--- src/rtl/legv8_pkg.sv ---
// Shared LEGv8 definitions: op codes, opcode fields, immediate ranges and itype encodings.
// Used by the loader, its encoder and the instruction decoder.
package legv8_pkg;

    typedef enum logic [3:0] {
        OpAdds = 4'd0,
        OpSubs = 4'd1,
        OpBr   = 4'd2,
        OpLdur = 4'd3,
        OpStur = 4'd4,
        OpAddi = 4'd5,
        OpCbz  = 4'd6,
        OpBlt  = 4'd7,
        OpB    = 4'd8,
        OpBl   = 4'd9
    } op_e;

    // Same two-bit format tags the decoder produces.
    typedef enum logic [1:0] {
        ItypeI  = 2'b00,
        ItypeDr = 2'b01,
        ItypeB  = 2'b10,
        ItypeCb = 2'b11
    } itype_e;

    localparam logic [10:0] OPC_ADDS = 11'b10101011000;
    localparam logic [10:0] OPC_SUBS = 11'b11101011000;
    localparam logic [10:0] OPC_BR   = 11'b11010110000;
    localparam logic [10:0] OPC_LDUR = 11'b11111000010;
    localparam logic [10:0] OPC_STUR = 11'b11111000000;
    localparam logic [9:0]  OPC_ADDI = 10'b1001000100;
    localparam logic [7:0]  OPC_CBZ  = 8'b10110100;
    localparam logic [7:0]  OPC_BLT  = 8'b01010100;
    localparam logic [5:0]  OPC_B    = 6'b000101;
    localparam logic [5:0]  OPC_BL   = 6'b100101;

    localparam logic [4:0] COND_LT = 5'b01011;

    localparam int IMM9_MIN  = -256;
    localparam int IMM9_MAX  = 255;
    localparam int IMM12_MAX = 4095;
    localparam int IMM19_MIN = -262144;
    localparam int IMM19_MAX = 262143;
    localparam int IMM26_MIN = -33554432;
    localparam int IMM26_MAX = 33554431;

    function automatic itype_e op_itype(logic [3:0] op);
        case (op)
            OpAddi:        return ItypeI;
            OpB, OpBl:     return ItypeB;
            OpCbz, OpBlt:  return ItypeCb;
            default:       return ItypeDr;
        endcase
    endfunction

endpackage

--- src/rtl/legv8_encode.sv ---
// Combinational LEGv8 encoder: op/fields/immediate to a 32-bit word plus range and op checks.
module legv8_encode
    import legv8_pkg::*;
(
    input  logic [3:0]  op,
    input  logic [4:0]  rd,
    input  logic [4:0]  rn,
    input  logic [4:0]  rm,
    input  logic [31:0] imm,
    output logic [31:0] word,
    output logic        range_ok,
    output logic        op_ok
);

    logic signed [31:0] imm_s;
    assign imm_s = imm;

    always_comb begin
        word     = '0;
        range_ok = 1'b1;
        op_ok    = 1'b1;
        case (op)
            OpAdds: word = {OPC_ADDS, rm, 6'd0, rn, rd};
            OpSubs: word = {OPC_SUBS, rm, 6'd0, rn, rd};
            OpBr:   word = {OPC_BR, 5'd0, 6'd0, rn, 5'd0};
            OpLdur: begin
                range_ok = (imm_s >= IMM9_MIN) && (imm_s <= IMM9_MAX);
                word     = {OPC_LDUR, imm[8:0], 2'b00, rn, rd};
            end
            OpStur: begin
                range_ok = (imm_s >= IMM9_MIN) && (imm_s <= IMM9_MAX);
                word     = {OPC_STUR, imm[8:0], 2'b00, rn, rd};
            end
            OpAddi: begin
                range_ok = (imm_s >= 0) && (imm_s <= IMM12_MAX);
                word     = {OPC_ADDI, imm[11:0], rn, rd};
            end
            OpCbz: begin
                range_ok = (imm_s >= IMM19_MIN) && (imm_s <= IMM19_MAX);
                word     = {OPC_CBZ, imm[18:0], rd};
            end
            OpBlt: begin
                range_ok = (imm_s >= IMM19_MIN) && (imm_s <= IMM19_MAX);
                word     = {OPC_BLT, imm[18:0], COND_LT};
            end
            OpB: begin
                range_ok = (imm_s >= IMM26_MIN) && (imm_s <= IMM26_MAX);
                word     = {OPC_B, imm[25:0]};
            end
            OpBl: begin
                range_ok = (imm_s >= IMM26_MIN) && (imm_s <= IMM26_MAX);
                word     = {OPC_BL, imm[25:0]};
            end
            default: op_ok = 1'b0;
        endcase
    end

endmodule

--- src/rtl/legv8_program_loader.sv ---
// Sequential LEGv8 encoder/loader writing a program into imem at consecutive word addresses.
// Optional write readback check enabled by defining LEGV8_LOADER_READBACK_EN.
module legv8_program_loader
    import legv8_pkg::*;
#(
    parameter int unsigned ADDR_W = 16,
    parameter int unsigned DEPTH  = 1024
) (
    input  logic              clk,
    input  logic              reset_n,
    input  logic              start,
    input  logic [ADDR_W-1:0] base_addr,
    input  logic              in_valid,
    output logic              in_ready,
    input  logic [3:0]        in_op,
    input  logic [4:0]        in_rd,
    input  logic [4:0]        in_rn,
    input  logic [4:0]        in_rm,
    input  logic [31:0]       in_imm,
    input  logic              in_last,
    output logic              imem_we,
    output logic [ADDR_W-1:0] imem_addr,
    output logic [31:0]       imem_wdata,
    input  logic [31:0]       imem_rdata,
    output logic              busy,
    output logic              done,
    output logic [ADDR_W-1:0] word_count,
    output logic              err_range,
    output logic              err_op,
    output logic              err_verify
);

    typedef enum logic [2:0] {
        StIdle      = 3'd0,
        StAccept    = 3'd1,
        StEncode    = 3'd2,
        StWrite     = 3'd3,
        StDone      = 3'd4
`ifdef LEGV8_LOADER_READBACK_EN
        ,
        StVerifyRd  = 3'd5,
        StVerifyCmp = 3'd6
`endif
    } state_e;

    localparam logic [ADDR_W-1:0] DEPTH_W = ADDR_W'(DEPTH);

    state_e            state_q, state_d;
    logic [ADDR_W-1:0] addr_q, addr_d;
    logic [ADDR_W-1:0] count_q, count_d;
    logic [31:0]       wdata_q, wdata_d;
    logic              err_range_q, err_range_d;
    logic              err_op_q, err_op_d;
    logic              err_verify_q, err_verify_d;
    logic              desc_load;

    logic [3:0]  op_q;
    logic [4:0]  rd_q, rn_q, rm_q;
    logic [31:0] imm_q;
    logic        last_q;

    logic [31:0] enc_word;
    logic        enc_range_ok;
    logic        enc_op_ok;

    legv8_encode u_encode (
        .op       (op_q),
        .rd       (rd_q),
        .rn       (rn_q),
        .rm       (rm_q),
        .imm      (imm_q),
        .word     (enc_word),
        .range_ok (enc_range_ok),
        .op_ok    (enc_op_ok)
    );

    always_comb begin
        state_d      = state_q;
        addr_d       = addr_q;
        count_d      = count_q;
        wdata_d      = wdata_q;
        err_range_d  = err_range_q;
        err_op_d     = err_op_q;
        err_verify_d = err_verify_q;
        desc_load    = 1'b0;
        case (state_q)
            StIdle, StDone: begin
                if (start) begin
                    state_d      = StAccept;
                    addr_d       = {base_addr[ADDR_W-1:2], 2'b00};
                    count_d      = '0;
                    err_range_d  = 1'b0;
                    err_op_d     = 1'b0;
                    err_verify_d = 1'b0;
                end
            end
            StAccept: begin
                if (in_valid) begin
                    desc_load = 1'b1;
                    state_d   = StEncode;
                end
            end
            StEncode: begin
                wdata_d = enc_word;
                if (enc_op_ok && enc_range_ok) begin
                    state_d = StWrite;
                end else begin
                    if (!enc_op_ok) err_op_d = 1'b1;
                    else            err_range_d = 1'b1;
                    state_d = last_q ? StDone : StAccept;
                end
            end
`ifdef LEGV8_LOADER_READBACK_EN
            StWrite:    state_d = StVerifyRd;
            StVerifyRd: state_d = StVerifyCmp;
            StVerifyCmp: begin
                if (imem_rdata != wdata_q) err_verify_d = 1'b1;
                addr_d  = addr_q + ADDR_W'(4);
                count_d = count_q + ADDR_W'(1);
                state_d = (last_q || count_d == DEPTH_W) ? StDone : StAccept;
            end
`else
            StWrite: begin
                addr_d  = addr_q + ADDR_W'(4);
                count_d = count_q + ADDR_W'(1);
                state_d = (last_q || count_d == DEPTH_W) ? StDone : StAccept;
            end
`endif
            default: state_d = StIdle;
        endcase
    end

    always_ff @(posedge clk or negedge reset_n) begin
        if (!reset_n) begin
            state_q      <= StIdle;
            addr_q       <= '0;
            count_q      <= '0;
            wdata_q      <= '0;
            err_range_q  <= 1'b0;
            err_op_q     <= 1'b0;
            err_verify_q <= 1'b0;
        end else begin
            state_q      <= state_d;
            addr_q       <= addr_d;
            count_q      <= count_d;
            wdata_q      <= wdata_d;
            err_range_q  <= err_range_d;
            err_op_q     <= err_op_d;
            err_verify_q <= err_verify_d;
        end
    end

    always_ff @(posedge clk or negedge reset_n) begin
        if (!reset_n) begin
            op_q   <= '0;
            rd_q   <= '0;
            rn_q   <= '0;
            rm_q   <= '0;
            imm_q  <= '0;
            last_q <= 1'b0;
        end else if (desc_load) begin
            op_q   <= in_op;
            rd_q   <= in_rd;
            rn_q   <= in_rn;
            rm_q   <= in_rm;
            imm_q  <= in_imm;
            last_q <= in_last;
        end
    end

    assign in_ready   = (state_q == StAccept);
    assign imem_we    = (state_q == StWrite);
    assign imem_addr  = addr_q;
    assign imem_wdata = wdata_q;
    assign busy       = (state_q != StIdle) && (state_q != StDone);
    assign done       = (state_q == StDone);
    assign word_count = count_q;
    assign err_range  = err_range_q;
    assign err_op     = err_op_q;

`ifdef LEGV8_LOADER_READBACK_EN
    assign err_verify = err_verify_q;
`else
    logic unused_rdata;
    assign unused_rdata = ^{imem_rdata, err_verify_q};
    assign err_verify   = 1'b0;
`endif

endmodule

--- config.mk ---
export PLATFORM = sky130hd
export DESIGN_NAME = legv8_program_loader
export DESIGN_NICKNAME = d
export VERILOG_FILES = /design/src/rtl/legv8_pkg.sv /design/src/rtl/legv8_encode.sv /design/src/rtl/legv8_program_loader.sv
export SDC_FILE = /design/constraint.sdc
export NUM_CORES = 1
export LEC_CHECK = 0
export CORE_ASPECT_RATIO = 1.1
export CORE_MARGIN = 2
export CORE_UTILIZATION = 35
export CTS_CLUSTER_SIZE = 24
export DETAILED_ROUTE_END_ITERATION = 8
export PLACE_DENSITY = 0.67
export SYNTH_ARGS = -nofsm -noshare
export SYNTH_HDL_FRONTEND = slang
export SYNTH_HIERARCHICAL = 1
export SYNTH_SLANG_ARGS = --single-unit
export TNS_END_PERCENT = 20
--- constraint.sdc ---
create_clock -name clk -period 3.3 [get_ports clk]
set_input_delay 0.99 -clock clk [delete_from_list [all_inputs] [get_ports clk]]
set_output_delay 0.99 -clock clk [all_outputs]
set_load 0.01 [all_outputs]
run_1/clock_map.png
Drawn at 3 px/um.
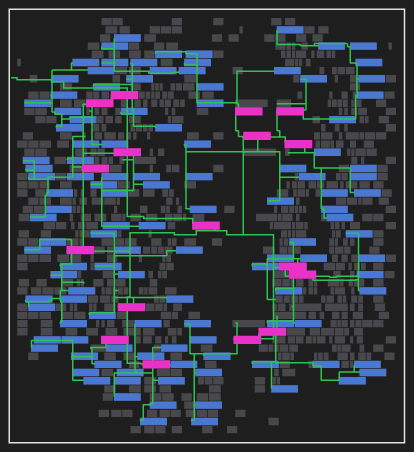
magenta -> cells driving clock nets  # count 17
green -> clock wires  # length 1,700 um
blue -> flip-flops  # count 119
flops lie = widely spread

run_1/gate_families.png
Drawn at 2 px/um.
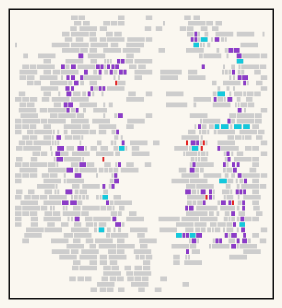
purple -> inverting AOI/OAI gates  # cells 114, most used o21ai_0
red -> inverters  # cells 7, most used inv_1
cyan -> AND-OR and OR-AND gates  # cells 16
Comb/total area: 0.358
final non-filler cell total: 976
most numerous logic cell after layout: clkdlybuf4s50_1

run_1/wire_density.png
Drawn at 2 px/um. 26 x 29 tiles, from white (low) to dark blue (high), scaled to the fullest tile. Values are wire area over tile area, all layers added.
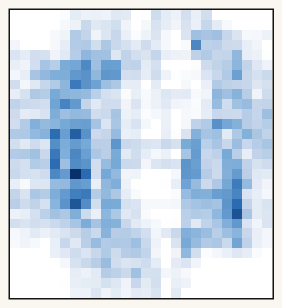
fullest tile = 0.67
nearly empty tiles = 18%
densest ninth of the die = west

run_1/final_congestion.png
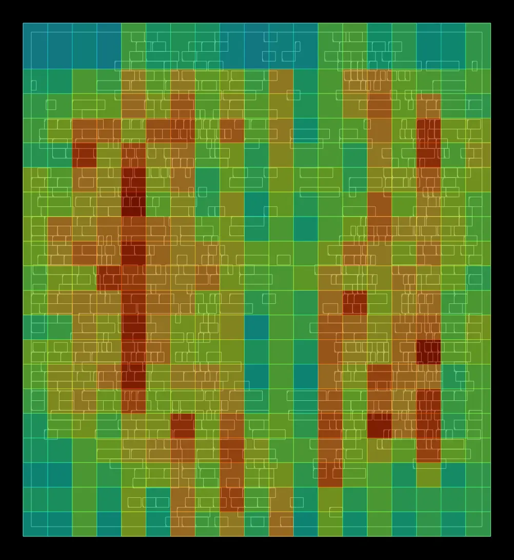
met2 usage: 0.329
routed length per instance: 17.8 um
GRT Total Usage: 0.189

==> impl_metrics.env, run 1 <==
# flow metrics
export IMPL_r2r_start="imm_q[27]"
export IMPL_ctsRootBufferMaster="clkbuf_16"
export IMPL_dp_cells=945
export IMPL_postRouteAntennaNets=0
export IMPL_cp_start_kind="register"
export IMPL_cts_hold_buf=0
export IMPL_ys_area_um2=6230
export IMPL_drive_gt1_frac=0.210
export IMPL_p_sw_mw=2.89
export IMPL_maxPowerGroup="combinational logic"
export IMPL_p_seq_frac=0.344
export IMPL_enable_flop_cells=0
export IMPL_p_leak_nw=3.45
export IMPL_ios=175
export IMPL_cp_depth=4
export IMPL_cp_max_fo=6
export IMPL_synth_cells_yosys=593
export IMPL_viasPerCell=5.41
export IMPL_p_per_area_nw_per_um2=957
export IMPL_drt_total_wl_um=17400
export IMPL_avgSynthCellArea_um2=10.5
export IMPL_coreArea_um2=17500
export IMPL_syn_inst=593
export IMPL_whs_ns=0.501
export IMPL_warning_count=61
export IMPL_p_clk_frac=0.249
export IMPL_numCtsBuffers=17
export IMPL_synthTopCellsByCount="dfrtp_1, mux2_2, nand2_1, nor2_1, o21ai_0"
export IMPL_flop_cell="dfrtp_1"
export IMPL_min_path_type="reg -> reg"
export IMPL_worstSkewPairLatency_ns=0.41
export IMPL_cp_top_family="buffers and inverters"
export IMPL_ys_ff=119
export IMPL_dp_hpwl_um=12200
export IMPL_nNetsFinal=833
export IMPL_chipArea_um2=18900
export IMPL_arrival_ns=2.03
export IMPL_synth_distinct_cells=65
export IMPL_tns_ns=0
export IMPL_sequentialPower_mw=2.79
export IMPL_antenna_found_initial=0
export IMPL_required_ns=2.31
export IMPL_synth_cell_area_um2=6230
export IMPL_num_antenna_cells=0
export IMPL_setup_slack_ns=0.283
export IMPL_die_h_um=144
export IMPL_gp_congestion=0.831
export IMPL_peakVddDrop_v=0.000445
export IMPL_tightest_slew_ns=0.810
export IMPL_pwr_group_clock_mw=2.02
export IMPL_skew_ns=0.00738
export IMPL_slew_headroom=0.459
export IMPL_top_area_cell="dfrtp_1"
export IMPL_ys_seq_share=0.478
export IMPL_ys_warnings_count=6
export IMPL_topCellsByArea="dfrtp_1, mux2_2, nand2_1, nor2_1, o21ai_0"
export IMPL_final_area_um2=8480
export IMPL_dp_slack_ns=0.521
export IMPL_ff2ff_setup_slack_ns=0.47
export IMPL_grt_max_degree=53
export IMPL_crit_buf_inv=2
export IMPL_reg2reg_to="state_q[2]"
export IMPL_grt_overflow=0
export IMPL_yosysTopAreaCellShare=0.478
export IMPL_reg2reg_depth=9
export IMPL_io_buffers=137
export IMPL_clk_path_buf_depth=2
export IMPL_drtPass1Iterations=6
export IMPL_drc_errors=0
export IMPL_hold_depth=1
export IMPL_slowest_delay_ns=0.55
export IMPL_crit_chain="nor2b_1, nand2_1, inv_1, clkdlybuf4s50_1"
export IMPL_cts_tree="yes"
export IMPL_first_global_vias=5475
export IMPL_whs_endpoint="imem_wdata[30]"
export IMPL_area_growth_pct=36.0
export IMPL_utilization=0.483
export IMPL_fp_util=0.355
export IMPL_slew_viol_final=0
export IMPL_max_freq_mhz=331
export IMPL_p_comb_frac=0.407
export IMPL_async_flop_share=1.00
export IMPL_p_int_mw=5.23
export IMPL_drv_cap=0
export IMPL_power_mw=8.11
export IMPL_cts_htree_levels=4
export IMPL_crit_type="reg -> out"
export IMPL_status="finished, final reports clean"
export IMPL_cp_startpoint="state_q[1]"
export IMPL_grt_pass1_wl_um=28400
export IMPL_rsz0062_at_grt="false"
export IMPL_cts_sinks=119
export IMPL_combinationalPower_mw=3.30
export IMPL_cp_slowest_cell="clkdlybuf4s50_1"
export IMPL_hp_start="imem_wdata[30]"
export IMPL_period_used=0.914
export IMPL_setup_viol=0
export IMPL_swShare=0.356
export IMPL_final_hold_violation_count=0
export IMPL_cts_clk_slew_worst_paths_ns=0.05
export IMPL_place_area_um2=7840
export IMPL_yosys_cell_count_top_type="dfrtp_1"
export IMPL_row_count=51
export IMPL_die_x_um=131
export IMPL_drtIter0Drc=373
export IMPL_period_minus_slack_ns=3.02
export IMPL_cts_resized=0
export IMPL_vias=5280
export IMPL_endpoint_kind="output pin"
export IMPL_cts_setup_buffers=0
==> run 1: how the worst max path moves through the flow <==
stage                 endpoint  slack (ns)
floorplan           state_q[2]        0.87
finish                 imem_we        0.28
CTS                    imem_we        0.28
global placement    state_q[2]        0.61
detailed placement  state_q[2]        0.52
global route           imem_we        0.19
==> run 1: area by class of cell <==
class / count / area, um2
clock inverter: 9 / 173
fill: 1563 / 9070
sequential: 119 / 2980
multi-input combinational: 430 / 3040
inverter: 7 / 26.3
clock buffer: 22 / 464
timing repair buffer: 151 / 1500
tap: 238 / 298
==> run 1: routing by layer <==
layer	up-vias	GRT usage	routed length, um
li1	2443	-	-
met1	2598	0.232	7360
met2	215	0.329	8670
met3	24	0.0444	1080
met4	0	0.0704	278
met5	-	0	0
==> run 1: sequential cells by signal, indices dropped and copies added (netlist names) <==
register	flops
word_count	16
imem_addr	14
rm_q	5
last_q	1
err_op	1
rn_q	5
imem_wdata	32
rd_q	5
state_q	3
imm_q	32
err_range	1
op_q	4
==> run 1: layout by cell type, fill, tap and decap left out, drive strengths merged, types with 5 or more instances in the layout <==
cell type	count
clkdlybuf4s50	136
dfrtp	119
mux2	90
bufinv	5
a21oi	25
nor4	6
a31oi	7
a211oi	6
o22ai	10
nand2	56
a222oi	9
and3	6
nor3	18
nand3	16
a22oi	8
clkbuf	22
nor2b	16
o31ai	6
nand4	11
nor2	48
inv	7
buf	15
o21ai	35
==> run 1: cells by family (layout without fill, tap and decap cells) <==
family          after synthesis  in the layout  synth area share
compound gates              130            130             0.139
xor+xnor                      5              5           0.00702
fa+ha+maj                     3              3           0.00602
buf+inv                      46            189            0.0383
flops                       119            119             0.478
mux                          94             94             0.169
other cells                   1              3          0.000602
simple gates                195            195             0.162
==> run 2: changes to the inputs <==
--- a/config.mk
+++ b/config.mk
@@ -7,10 +7,10 @@
 export LEC_CHECK = 0
 export CORE_ASPECT_RATIO = 1.1
 export CORE_MARGIN = 2
-export CORE_UTILIZATION = 35
+export CORE_UTILIZATION = 40
 export CTS_CLUSTER_SIZE = 24
 export DETAILED_ROUTE_END_ITERATION = 8
-export PLACE_DENSITY = 0.67
+export PLACE_DENSITY = 0.74
 export SYNTH_ARGS = -nofsm -noshare
 export SYNTH_HDL_FRONTEND = slang
 export SYNTH_HIERARCHICAL = 1
run_2/gate_families.png
Drawn at 3 px/um.
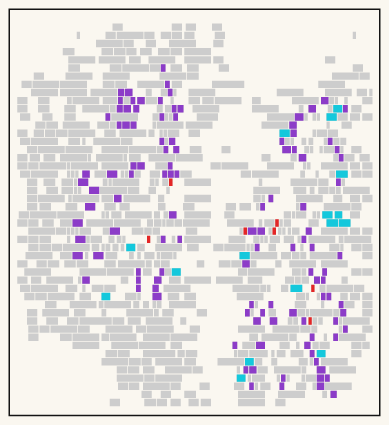
purple -> inverting AOI/OAI gates  # cells 114, most used o21ai_0
red -> inverters  # cells 7, most used inv_1
cyan -> AND-OR and OR-AND gates  # cells 16
final non-filler cell total: 937
Comb/total area: 0.361

run_2/port_nets.png
Drawn at 4 px/um.
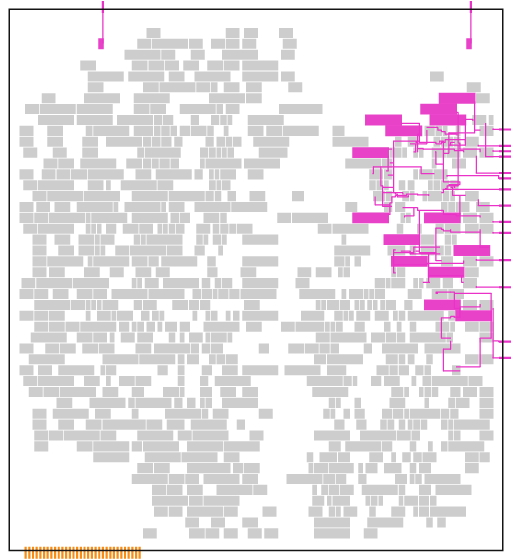
orange -> `imem_rdata`  # bits 32, direction input, edge south, end cells 0
magenta -> `imem_addr`  # bits 16, direction output, edge 14 east, 2 north, end cells 16, wire 596 um

==> impl_metrics.env, run 2 <==
# flow metrics
export IMPL_avgSynthCellArea_um2=10.5
export IMPL_p_per_area_nw_per_um2=951
export IMPL_warning_count=61
export IMPL_chipArea_um2=16600
export IMPL_utilization=0.555
export IMPL_topCellsByArea="dfrtp_1, mux2_2, nand2_1, nor2_1, o21ai_0"
export IMPL_whs_ns=0.503
export IMPL_tightest_slew_ns=0.973
export IMPL_max_freq_mhz=336
export IMPL_slew_viol_final=0
export IMPL_die_h_um=135
export IMPL_period_used=0.901
export IMPL_synth_distinct_cells=65
export IMPL_synth_cells_yosys=593
export IMPL_cts_resized=0
export IMPL_combinationalPower_mw=3.34
export IMPL_synthTopCellsByCount="dfrtp_1, mux2_2, nand2_1, nor2_1, o21ai_0"
export IMPL_ctsRootBufferMaster="clkbuf_16"
export IMPL_skew_ns=0.00798
export IMPL_top_area_cell="dfrtp_1"
export IMPL_row_count=47
export IMPL_p_int_mw=5.08
export IMPL_slew_headroom=0.350
export IMPL_ys_area_um2=6230
export IMPL_p_sw_mw=2.92
export IMPL_cp_max_fo=6
export IMPL_ys_warnings_count=6
export IMPL_flop_cell="dfrtp_1"
export IMPL_setup_slack_ns=0.327
export IMPL_grt_max_degree=53
export IMPL_setup_viol=0
export IMPL_drv_cap=0
export IMPL_final_hold_violation_count=0
export IMPL_cp_start_kind="register"
export IMPL_area_growth_pct=35.0
export IMPL_required_ns=2.31
export IMPL_numCtsBuffers=17
export IMPL_track_usage=0.214
export IMPL_dp_hpwl_um=12000
export IMPL_maxPowerGroup="combinational logic"
export IMPL_cts_setup_buffers=0
export IMPL_pwr_group_clock_mw=1.90
export IMPL_swShare=0.365
export IMPL_antenna_found_initial=0
export IMPL_die_x_um=123
export IMPL_most_common_layout_cells="clkdlybuf4s50_1, dfrtp_1, mux2_2"
export IMPL_syn_inst=593
export IMPL_drtPass1Iterations=5
export IMPL_viasPerCell=5.74
export IMPL_tns_ns=0
export IMPL_ys_seq_share=0.478
export IMPL_fp_util=0.411
export IMPL_grt_overflow=0
export IMPL_p_seq_frac=0.346
export IMPL_clk_path_buf_depth=2
export IMPL_cts_clk_slew_worst_paths_ns=0.06
export IMPL_ios=175
export IMPL_p_leak_nw=3.44
export IMPL_endpoint_kind="output pin"
export IMPL_cts_sinks=119
export IMPL_postRouteAntennaNets=0
export IMPL_yosysTopAreaCellShare=0.478
export IMPL_peakVddDrop_v=0.000499
export IMPL_io_buffers=137
export IMPL_drive_gt1_frac=0.217
export IMPL_final_layout_top_logic_cell="clkdlybuf4s50_1"
export IMPL_worstSkewPairLatency_ns=0.42
export IMPL_rsz0062_at_grt="false"
export IMPL_p_comb_frac=0.417
export IMPL_async_flop_share=1.00
export IMPL_drt_total_wl_um=17200
export IMPL_cts_hold_buf=0
export IMPL_coreArea_um2=15200
export IMPL_yosys_cell_count_top_type="dfrtp_1"
export IMPL_drc_errors=0
export IMPL_arrival_ns=1.98
export IMPL_grt_pass1_wl_um=27900
export IMPL_ys_ff=119
export IMPL_dp_slack_ns=0.566
export IMPL_crit_type="reg -> out"
export IMPL_status="finished, final reports clean"
export IMPL_p_clk_frac=0.237
export IMPL_sequentialPower_mw=2.77
export IMPL_gp_congestion=0.889
export IMPL_synth_cell_area_um2=6230
export IMPL_nNetsFinal=835
export IMPL_cts_htree_levels=4
export IMPL_min_path_type="reg -> reg"
export IMPL_num_antenna_cells=0
export IMPL_cts_tree="yes"
export IMPL_first_global_vias=5384
export IMPL_drtIter0Drc=593
export IMPL_period_minus_slack_ns=2.97
export IMPL_enable_flop_cells=0
run_2/wire_density.png
Drawn at 3 px/um. 25 x 27 tiles, from white (low) to dark blue (high), scaled to the fullest tile. Values are wire area over tile area, all layers added.
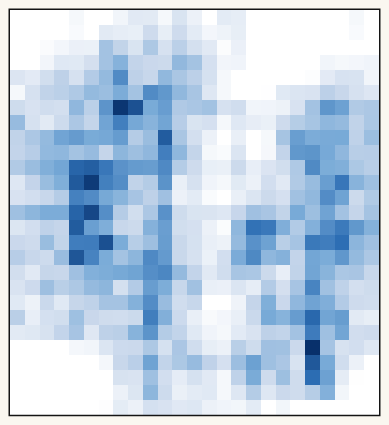
fullest tile = 0.62
nearly empty tiles = 16%
mean over tiles = 0.17
densest ninth of the die = west
tiles over half the peak = 14%
routed length per instance: 18.3 um
DR vias: 5,379

run 2: kinds of logic after synthesis:
logic type,share of synthesized area
compound gates,0.139
mux,0.169
simple gates,0.162
fa+ha+maj,0.00602
buf+inv,0.0383
xor+xnor,0.00702
other cells,0.000602
flops,0.478
run 2: layout make-up:
cell class | instances | area, um2
Clock buffer | 18 | 439
Clock inverter | 14 | 175
Fill cell | 1305 | 6760
Inverter | 7 | 26.3
Multi-Input combinational cell | 430 | 3040
Sequential cell | 119 | 2980
Tap cell | 196 | 245
Timing Repair Buffer | 153 | 1510
run 2: metrics by stage:
step | cell area, um2 | cells | power [mW]
6_report | 8420 | 937 | 8.01
5_1_grt | 8420 | 937 | 8.50
4_1_cts | 8420 | 937 | 8.04
3_5_place_dp | 7800 | 905 | 6.09
3_3_place_gp | 7800 | 905 | 5.97
2_1_floorplan | 6240 | 595 | 4.69
run 2: routing by layer:
layer,share of wire,track usage,up-vias
met5,0,0,-
met4,0.011,0.0688,0
met3,0.073,0.0579,24
met2,0.48,0.347,239
met1,0.44,0.279,2661
li1,-,-,2455
run 2: final timing paths:
kind | start | to | slack, ns | cells after the start
setup / recovery | state_q[1] | imem_we | 0.33 | 4
hold / removal | imem_wdata[25] | imem_wdata[25] | 0.50 | 1
setup reg to reg | imm_q[27] | state_q[2] | 0.54 | 9
hold reg to reg | imem_wdata[25] | imem_wdata[25] | 0.50 | 1
max in group asynchronous | reset_n | imm_q[16] | 1.91 | 2
min in group asynchronous | reset_n | word_count[11] | 0.58 | 1
run 2: worst max-delay path: stages, from the launching register on:
cell,delay (ns)
dfrtp_1,0.47
nor2b_1,0.34
nand2_1,0.13
inv_1,0.10
clkdlybuf4s50_1,0.54
==> run 3: changes to the inputs <==
--- a/config.mk
+++ b/config.mk
@@ -5,6 +5,7 @@
 export SDC_FILE = /design/constraint.sdc
 export NUM_CORES = 1
 export LEC_CHECK = 0
+export CAP_MARGIN = 0
 export CORE_ASPECT_RATIO = 1.1
 export CORE_MARGIN = 2
 export CORE_UTILIZATION = 40
run_3/port_nets.png
Drawn at 4 px/um.
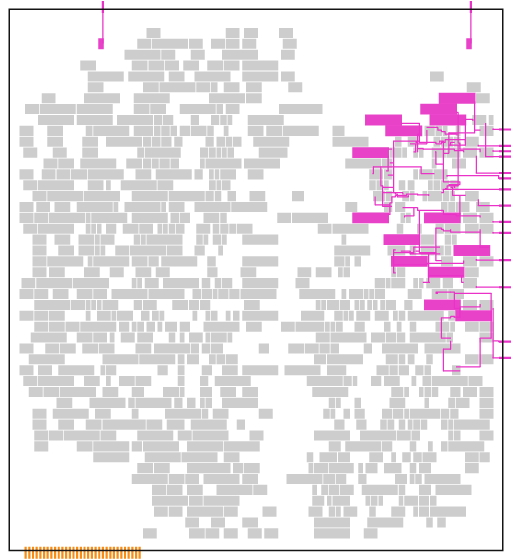
orange -> `imem_rdata`  # bits 32, direction input, edge south, end cells 0
magenta -> `imem_addr`  # bits 16, direction output, edge 14 east, 2 north, end cells 16, wire 596 um

run_3/gate_families.png
Drawn at 3 px/um.
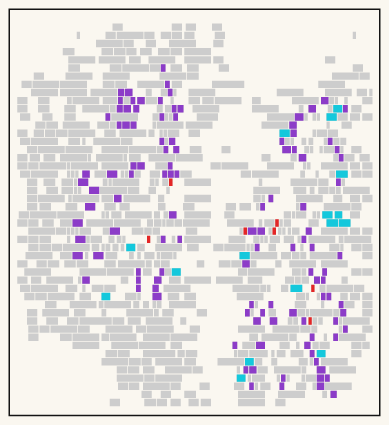

==> impl_metrics.env, run 3 <==
# flow metrics
export IMPL_cp_start_kind="register"
export IMPL_vias=5379
export IMPL_die_x_um=123
export IMPL_tns_ns=0
export IMPL_dp_slack_ns=0.566
export IMPL_die_h_um=135
export IMPL_synthTopCellsByCount="dfrtp_1, mux2_2, nand2_1, nor2_1, o21ai_0"
export IMPL_synth_cell_area_um2=6230
export IMPL_final_area_um2=8420
export IMPL_dp_cells=905
export IMPL_syn_inst=593
export IMPL_period_minus_slack_ns=2.97
export IMPL_final_layout_top_logic_cell="clkdlybuf4s50_1"
export IMPL_ys_sh_xor=0.00703
export IMPL_io_buffers=137
export IMPL_required_ns=2.31
export IMPL_grt_pass1_wl_um=27900
export IMPL_enable_flop_cells=0
export IMPL_setup_slack_ns=0.327
export IMPL_coreArea_um2=15200
export IMPL_ys_area_um2=6230
export IMPL_min_path_type="reg -> reg"
export IMPL_drtPass1Iterations=5
export IMPL_synth_cells_yosys=593
export IMPL_cts_resized=0
export IMPL_tightest_slew_ns=0.973
export IMPL_synth_distinct_cells=65
export IMPL_cts_clk_slew_worst_paths_ns=0.06
export IMPL_ys_seq_share=0.478
export IMPL_max_freq_mhz=336
export IMPL_setup_viol=0
export IMPL_cp_max_fo=6
export IMPL_slew_viol_final=0
export IMPL_endpoint_kind="output pin"
export IMPL_adder_share=0.00602
export IMPL_gp_congestion=0.889
export IMPL_top_area_cell="dfrtp_1"
export IMPL_period_used=0.901
export IMPL_drv_cap=0
export IMPL_rsz0062_at_grt="false"
export IMPL_skew_ns=0.00798
export IMPL_aoi_share=0.139
export IMPL_peakVddDrop_v=0.000499
export IMPL_yosys_cell_count_top_type="dfrtp_1"
export IMPL_yosysTopAreaCellShare=0.478
export IMPL_chipArea_um2=16600
export IMPL_power_mw=8.01
export IMPL_place_area_um2=7800
export IMPL_synthMuxAreaShare=0.169
export IMPL_cts_sinks=119
export IMPL_whs_ns=0.503
export IMPL_postRouteAntennaNets=0
export IMPL_drt_total_wl_um=17200
export IMPL_arrival_ns=1.98
export IMPL_most_common_layout_cells="clkdlybuf4s50_1, dfrtp_1, mux2_2"
export IMPL_cts_setup_buffers=0
export IMPL_drc_errors=0
export IMPL_nNetsFinal=835
export IMPL_p_per_area_nw_per_um2=951
export IMPL_wl_per_cell_um=18.3
export IMPL_cts_hold_buf=0
export IMPL_drive_gt1_frac=0.217
export IMPL_top_logic_kind="multiplexers"
export IMPL_ys_warnings_count=6
export IMPL_status="finished, final reports clean"
export IMPL_instances_no_fill=937
export IMPL_ios=175
export IMPL_ctsRootBufferMaster="clkbuf_16"
export IMPL_warning_count=61
export IMPL_topCellsByArea="dfrtp_1, mux2_2, nand2_1, nor2_1, o21ai_0"
export IMPL_area_growth_pct=35.0
export IMPL_grt_overflow=0
export IMPL_grt_max_degree=53
export IMPL_ff2ff_setup_slack_ns=0.54
export IMPL_ys_ff=119
export IMPL_numCtsBuffers=17
export IMPL_avgSynthCellArea_um2=10.5
run_3/final_congestion.png
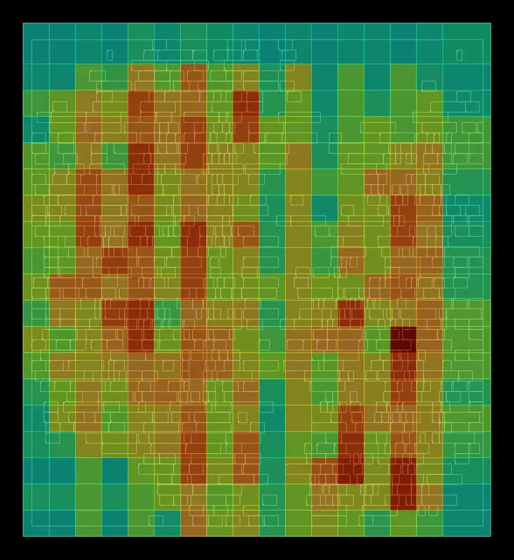
met2 usage: 0.347
final core occ: 0.555
GRT Total Usage: 0.214

run 3: cell counts in the layout (fill, tap and decap cells not counted):
Identical to the previous run, type by type.
run 3: critical path, cell delays in order (launching register included):
cell	delay, ns
dfrtp_1	0.47
nor2b_1	0.34
nand2_1	0.13
inv_1	0.10
clkdlybuf4s50_1	0.54
run 3: routing by layer:
layer	track usage	wire length [um]	vias to the layer above
met5	0	0	-
met4	0.0688	181	0
met3	0.0579	1250	24
met2	0.347	8250	239
met1	0.279	7480	2661
li1	-	-	2455
run 3: report_power, final:
part	switching, mW	internal, mW
sequential	0.685	2.09
combinational	1.55	1.79
clock	0.690	1.21
run 3: cell families (layout without fill, tap and decap cells):
| group | after synthesis | in the layout |
|---|---|---|
| AND/OR/NAND/NOR | 195 | 195 |
| AND-OR/OR-AND | 130 | 130 |
| flip-flops | 119 | 119 |
| multiplexers | 94 | 94 |
| buffers and inverters | 46 | 192 |
| XOR/XNOR | 5 | 5 |
| adder cells (fa/ha/maj) | 3 | 3 |
| other | 1 | 3 |
run 3: cell type report:
type                            instances  area [um2]
Tap cell                              196         245
Clock buffer                           18         439
Timing Repair Buffer                  153        1510
Clock inverter                         14         175
Multi-Input combinational cell        430        3040
Sequential cell                       119        2980
Fill cell                            1305        6760
Inverter                                7        26.3
run 3: final timing paths:
check,endpoint,from,cells after the start
max,imem_we,state_q[1],4
max reg2reg,state_q[2],imm_q[27],9
min reg2reg,imem_wdata[25],imem_wdata[25],1
min,imem_wdata[25],imem_wdata[25],1
min in group asynchronous,word_count[11],reset_n,1
max in group asynchronous,imm_q[16],reset_n,2
Power and IR drop assume default switching activity.
